Routed metal, one colour a layer:
Scale bar: 50 um.
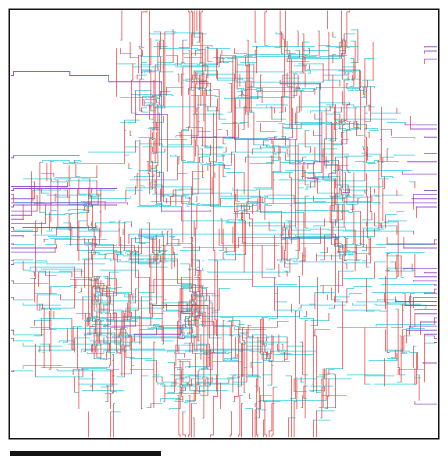
Sequential cells grouped by signal name:
Other sequential cells in the stronger grey, the rest of the logic in the fainter grey.
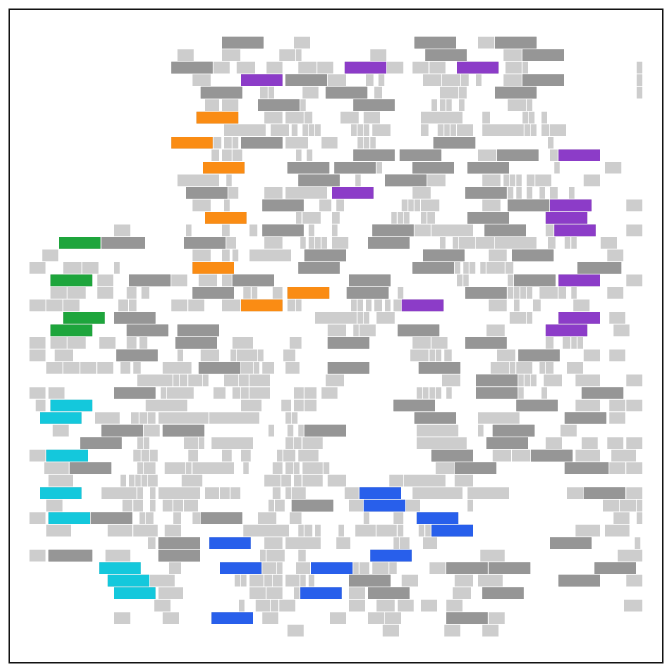
### src/rtl/char_row_renderer.sv
// char_row_renderer
// Renders one scanline of text into the pixel buffer. For every character
// column it reads the code/attribute word from the character row buffer,
// the 8-pixel glyph slice from font memory and the foreground/background
// colours from the palette, then streams one pixel per clock into pixbuf.
//
// Ports
//   clk, nrst            40 MHz pixel clock, asynchronous active-low reset
//   start, pixel_row     1-cycle render request and the glyph row to draw
//   busy, done           scanline in progress / 1-cycle completion pulse
//   chrowbuf_rd*         character row buffer read (active-low strobe)
//   fontmem_rd*          font memory read (active-low strobe)
//   palette_rd*          palette read (active-low strobe)
//   pixbuf_wr*           pixel buffer write (active-low strobe)
module char_row_renderer #(
  parameter int NUM_COLS = 100,
  parameter int SLOT_LEN = 8
) (
  input  logic        clk,
  input  logic        nrst,
  input  logic        start,
  input  logic [3:0]  pixel_row,
  output logic        busy,
  output logic        done,
  output logic        chrowbuf_rd,
  output logic [7:0]  chrowbuf_rd_addr,
  input  logic [15:0] chrowbuf_rd_data,
  output logic        fontmem_rd,
  output logic [11:0] fontmem_rd_addr,
  input  logic [7:0]  fontmem_rd_data,
  output logic        palette_rd,
  output logic [7:0]  palette_rd_addr,
  input  logic [15:0] palette_rd_data,
  output logic        pixbuf_wr,
  output logic [9:0]  pixbuf_wr_addr,
  output logic [15:0] pixbuf_wr_data
);

  localparam int SubW = $clog2(SLOT_LEN);
  localparam logic [SubW-1:0] SubLast = SubW'(SLOT_LEN - 1);
  localparam logic [7:0] NumColsC = 8'(NUM_COLS);
  localparam logic [9:0] LastPix = 10'(NUM_COLS * 8 - 1);

  typedef enum logic [1:0] {IDLE, PRIME, RENDER} state_t;

  state_t state_q, state_d;
  logic [SubW-1:0] sub_q, sub_d;
  logic [7:0]  colFetch_q, colFetch_d;
  logic [3:0]  row_q, row_d;
  logic [3:0]  bgIdx_q, bgIdx_d;
  logic [7:0]  glyphFetch_q, glyphFetch_d;
  logic [15:0] fgFetch_q, fgFetch_d;
  logic [15:0] bgFetch_q, bgFetch_d;
  logic [7:0]  shift_q, shift_d;
  logic [15:0] fgOut_q, fgOut_d;
  logic [15:0] bgOut_q, bgOut_d;
  logic        busy_q, busy_d;
  logic        done_q, done_d;
  logic        chrowRd_q, chrowRd_d;
  logic [7:0]  chrowAddr_q, chrowAddr_d;
  logic        fontRd_q, fontRd_d;
  logic [11:0] fontAddr_q, fontAddr_d;
  logic        palRd_q, palRd_d;
  logic [7:0]  palAddr_q, palAddr_d;
  logic        pixWr_q, pixWr_d;
  logic [9:0]  pixAddr_q, pixAddr_d;
  logic [15:0] pixData_q, pixData_d;

  logic        transfer;
  logic        writeNow;
  logic        fetchOk;
  logic [15:0] pix;

  // Every output strobe is registered, so strobes and addresses are derived
  // from the state/sub/column being entered (the _d values). The fontmem and
  // fg palette addresses come straight from the chrowbuf read data because
  // they are launched on the same edge that would otherwise capture it.
  // Colours are stored with [15:12] cleared so written pixels are {4'h0,RGB}.
  always_comb begin
    state_d      = state_q;
    sub_d        = sub_q;
    colFetch_d   = colFetch_q;
    row_d        = row_q;
    bgIdx_d      = bgIdx_q;
    glyphFetch_d = glyphFetch_q;
    fgFetch_d    = fgFetch_q;
    bgFetch_d    = bgFetch_q;
    shift_d      = shift_q;
    fgOut_d      = fgOut_q;
    bgOut_d      = bgOut_q;
    busy_d       = 1'b0;
    done_d       = 1'b0;
    chrowRd_d    = 1'b1;
    chrowAddr_d  = chrowAddr_q;
    fontRd_d     = 1'b1;
    fontAddr_d   = fontAddr_q;
    palRd_d      = 1'b1;
    palAddr_d    = palAddr_q;
    pixWr_d      = 1'b1;
    pixAddr_d    = pixAddr_q;
    pixData_d    = pixData_q;
    transfer     = 1'b0;
    writeNow     = 1'b0;
    fetchOk      = 1'b0;
    pix          = 16'h0000;

    case (state_q)
      IDLE: begin
        if (start) begin
          state_d    = PRIME;
          row_d      = pixel_row;
          colFetch_d = 8'd0;
          sub_d      = '0;
        end
      end
      PRIME: begin
        sub_d = sub_q + 1'b1;
        if (sub_q == SubLast) begin
          state_d    = RENDER;
          colFetch_d = colFetch_q + 8'd1;
          transfer   = 1'b1;
          writeNow   = 1'b1;
          pixAddr_d  = 10'd0;
        end
      end
      RENDER: begin
        if (pixAddr_q == LastPix) begin
          state_d = IDLE;
          done_d  = 1'b1;
        end else begin
          sub_d     = sub_q + 1'b1;
          writeNow  = 1'b1;
          pixAddr_d = pixAddr_q + 10'd1;
          if (sub_q == SubLast) begin
            colFetch_d = colFetch_q + 8'd1;
            transfer   = 1'b1;
          end
        end
      end
      default: state_d = IDLE;
    endcase

    if (state_q != IDLE) begin
      if (sub_q == SubW'(1)) bgIdx_d = chrowbuf_rd_data[15:12];
      if (sub_q == SubW'(3)) begin
        glyphFetch_d = fontmem_rd_data;
        fgFetch_d    = palette_rd_data & 16'h0FFF;
      end
      if (sub_q == SubW'(4)) bgFetch_d = palette_rd_data & 16'h0FFF;
    end

    // The first pixel of a column comes from the fetch registers on the same
    // edge that loads the output stage; later pixels come from the shifter.
    if (transfer) begin
      fgOut_d = fgFetch_q;
      bgOut_d = bgFetch_q;
      shift_d = {glyphFetch_q[6:0], 1'b0};
      pix     = glyphFetch_q[7] ? fgFetch_q : bgFetch_q;
    end else begin
      pix = shift_q[7] ? fgOut_q : bgOut_q;
      if (writeNow) shift_d = {shift_q[6:0], 1'b0};
    end

    if (writeNow) begin
      pixWr_d   = 1'b0;
      pixData_d = pix;
    end

    busy_d  = (state_d != IDLE);
    fetchOk = (state_d != IDLE) && (colFetch_d < NumColsC);
    if (fetchOk) begin
      if (sub_d == SubW'(0)) begin
        chrowRd_d   = 1'b0;
        chrowAddr_d = colFetch_d;
      end
      if (sub_d == SubW'(2)) begin
        fontRd_d   = 1'b0;
        fontAddr_d = {chrowbuf_rd_data[7:0], row_q};
        palRd_d    = 1'b0;
        palAddr_d  = {4'h0, chrowbuf_rd_data[11:8]};
      end
      if (sub_d == SubW'(3)) begin
        palRd_d   = 1'b0;
        palAddr_d = {4'h0, bgIdx_q};
      end
    end
  end

  always_ff @(posedge clk or negedge nrst) begin
    if (!nrst) begin
      state_q      <= IDLE;
      sub_q        <= '0;
      colFetch_q   <= 8'd0;
      row_q        <= 4'd0;
      bgIdx_q      <= 4'd0;
      glyphFetch_q <= 8'd0;
      fgFetch_q    <= 16'h0000;
      bgFetch_q    <= 16'h0000;
      shift_q      <= 8'd0;
      fgOut_q      <= 16'h0000;
      bgOut_q      <= 16'h0000;
      busy_q       <= 1'b0;
      done_q       <= 1'b0;
      chrowRd_q    <= 1'b1;
      chrowAddr_q  <= 8'd0;
      fontRd_q     <= 1'b1;
      fontAddr_q   <= 12'd0;
      palRd_q      <= 1'b1;
      palAddr_q    <= 8'd0;
      pixWr_q      <= 1'b1;
      pixAddr_q    <= 10'd0;
      pixData_q    <= 16'h0000;
    end else begin
      state_q      <= state_d;
      sub_q        <= sub_d;
      colFetch_q   <= colFetch_d;
      row_q        <= row_d;
      bgIdx_q      <= bgIdx_d;
      glyphFetch_q <= glyphFetch_d;
      fgFetch_q    <= fgFetch_d;
      bgFetch_q    <= bgFetch_d;
      shift_q      <= shift_d;
      fgOut_q      <= fgOut_d;
      bgOut_q      <= bgOut_d;
      busy_q       <= busy_d;
      done_q       <= done_d;
      chrowRd_q    <= chrowRd_d;
      chrowAddr_q  <= chrowAddr_d;
      fontRd_q     <= fontRd_d;
      fontAddr_q   <= fontAddr_d;
      palRd_q      <= palRd_d;
      palAddr_q    <= palAddr_d;
      pixWr_q      <= pixWr_d;
      pixAddr_q    <= pixAddr_d;
      pixData_q    <= pixData_d;
    end
  end

  assign busy             = busy_q;
  assign done             = done_q;
  assign chrowbuf_rd      = chrowRd_q;
  assign chrowbuf_rd_addr = chrowAddr_q;
  assign fontmem_rd       = fontRd_q;
  assign fontmem_rd_addr  = fontAddr_q;
  assign palette_rd       = palRd_q;
  assign palette_rd_addr  = palAddr_q;
  assign pixbuf_wr        = pixWr_q;
  assign pixbuf_wr_addr   = pixAddr_q;
  assign pixbuf_wr_data   = pixData_q;

endmodule

### config.mk
export PLATFORM = sky130hd
export DESIGN_NAME = char_row_renderer
export DESIGN_NICKNAME = d
export VERILOG_FILES = /design/src/rtl/char_row_renderer.sv
export SDC_FILE = /design/constraint.sdc
export NUM_CORES = 1
export LEC_CHECK = 0
export CAP_MARGIN = 20
export CORE_MARGIN = 4
export CORE_UTILIZATION = 35
export CTS_CLUSTER_DIAMETER = 80
export CTS_CLUSTER_SIZE = 8
export DETAILED_ROUTE_END_ITERATION = 8
export PLACE_DENSITY = 0.54
export SKIP_LAST_GASP = 1
export SLEW_MARGIN = 10
export SYNTH_ARGS = -nofsm -noshare
export SYNTH_HDL_FRONTEND = slang
export SYNTH_SLANG_ARGS = --single-unit
### constraint.sdc
create_clock -name clk -period 6.7 [get_ports clk]
set_clock_uncertainty 0.2 [all_clocks]
set_input_delay 1.005 -clock clk [delete_from_list [all_inputs] [get_ports clk]]
set_output_delay 1.005 -clock clk [all_outputs]
set_load 0.02 [all_outputs]
==> results.yml <==
# flow metrics
floorplanning:
  chipHeight_um: 141.7
  dieArea_um2: 20090
  num_rows: 48
cells_and_area:
  post-route-util_pct: 45.87
  stdcell_count: 880
  seq_cell_count: 136
  comb_share_pct: 33.30
  seq_area_share_pct: 42.66
  logic_gate_count: 374
drt:
  wl_met2_um: 6443
  wirelength_um: 13530
  avgRoutedWirePerCell_um: 15.38
  ant_nets: 0
  topRoutingLayerUsed: "met4"
  wl_met1_um: 6278
  wl_met3_um: 736
  drc_errors: 0
  first_iter_violations: 192
cts:
  cts_max_level: 4
  post_cts_resized: 0
  clock-root-buffer: "clkbuf_16"
  cts.sinks: 136
  clk_pin_slew_ps: 50
min_path:
  min_path_type: "reg -> reg"
  min_to: "bgOut_q[8]$_DFFE_PN0P_"
  min_path_cells: 2
setup_path:
  cp_top_family: "simple AND/OR/NAND/NOR gates"
  crit_chain: "clkdlybuf4s50_1, nor2b_1, or2_2, nor2_1, o221ai_2, o31ai_4, nand3_4, mux2_1"
  slowest_stage: "o31ai_4"
  critPathMaxStageDelay_ps: 590
yosys:
  ys_cells: 548
  top_area_cell: "dfrtp_1"
  top_cell: "dfrtp_1"
  mux_share_pct: 16.47
  ys_sh_aoi_pct: 9.155
  xor_area_share_pct: 1.119
outcome:
  outcome: "finished clean"
power_and_ir_drop:
  total_power_mw: 3.172
  ir_worst_vdd_v: 0.0002160
  swShare_pct: 30.40
  power_leader: "registers"
  p_comb_mw: 0.971
  power_switching_mw: 0.9641
sta:
  fmax_mhz: 268.2
  hold_viol_final: 0
  worst_slack_ps: 2971
  slew_viol_final: 0
global_routing:
  grt_use_met2_pct: 21.92
  antenna_found_initial: 0
## Picture notes: 'routed metal, one colour a layer'
[blue] metal 4 | wire length: 76.2 um
[red] metal 2 | wire length: 6,440 um
[cyan] metal 1 | wire length: 6,280 um
[purple] metal 3 | wire length: 736 um

## Picture notes: 'sequential cells grouped by signal name'
[green] bgIdx_q | flops: 4 | where: middle left
[purple] pixbuf_wr_data | flops: 12
[orange] shift_q | flops: 7
[blue] pixbuf_wr_addr | flops: 10 | where: bottom centre
[cyan] chrowbuf_rd_addr | flops: 8 | where: lower left

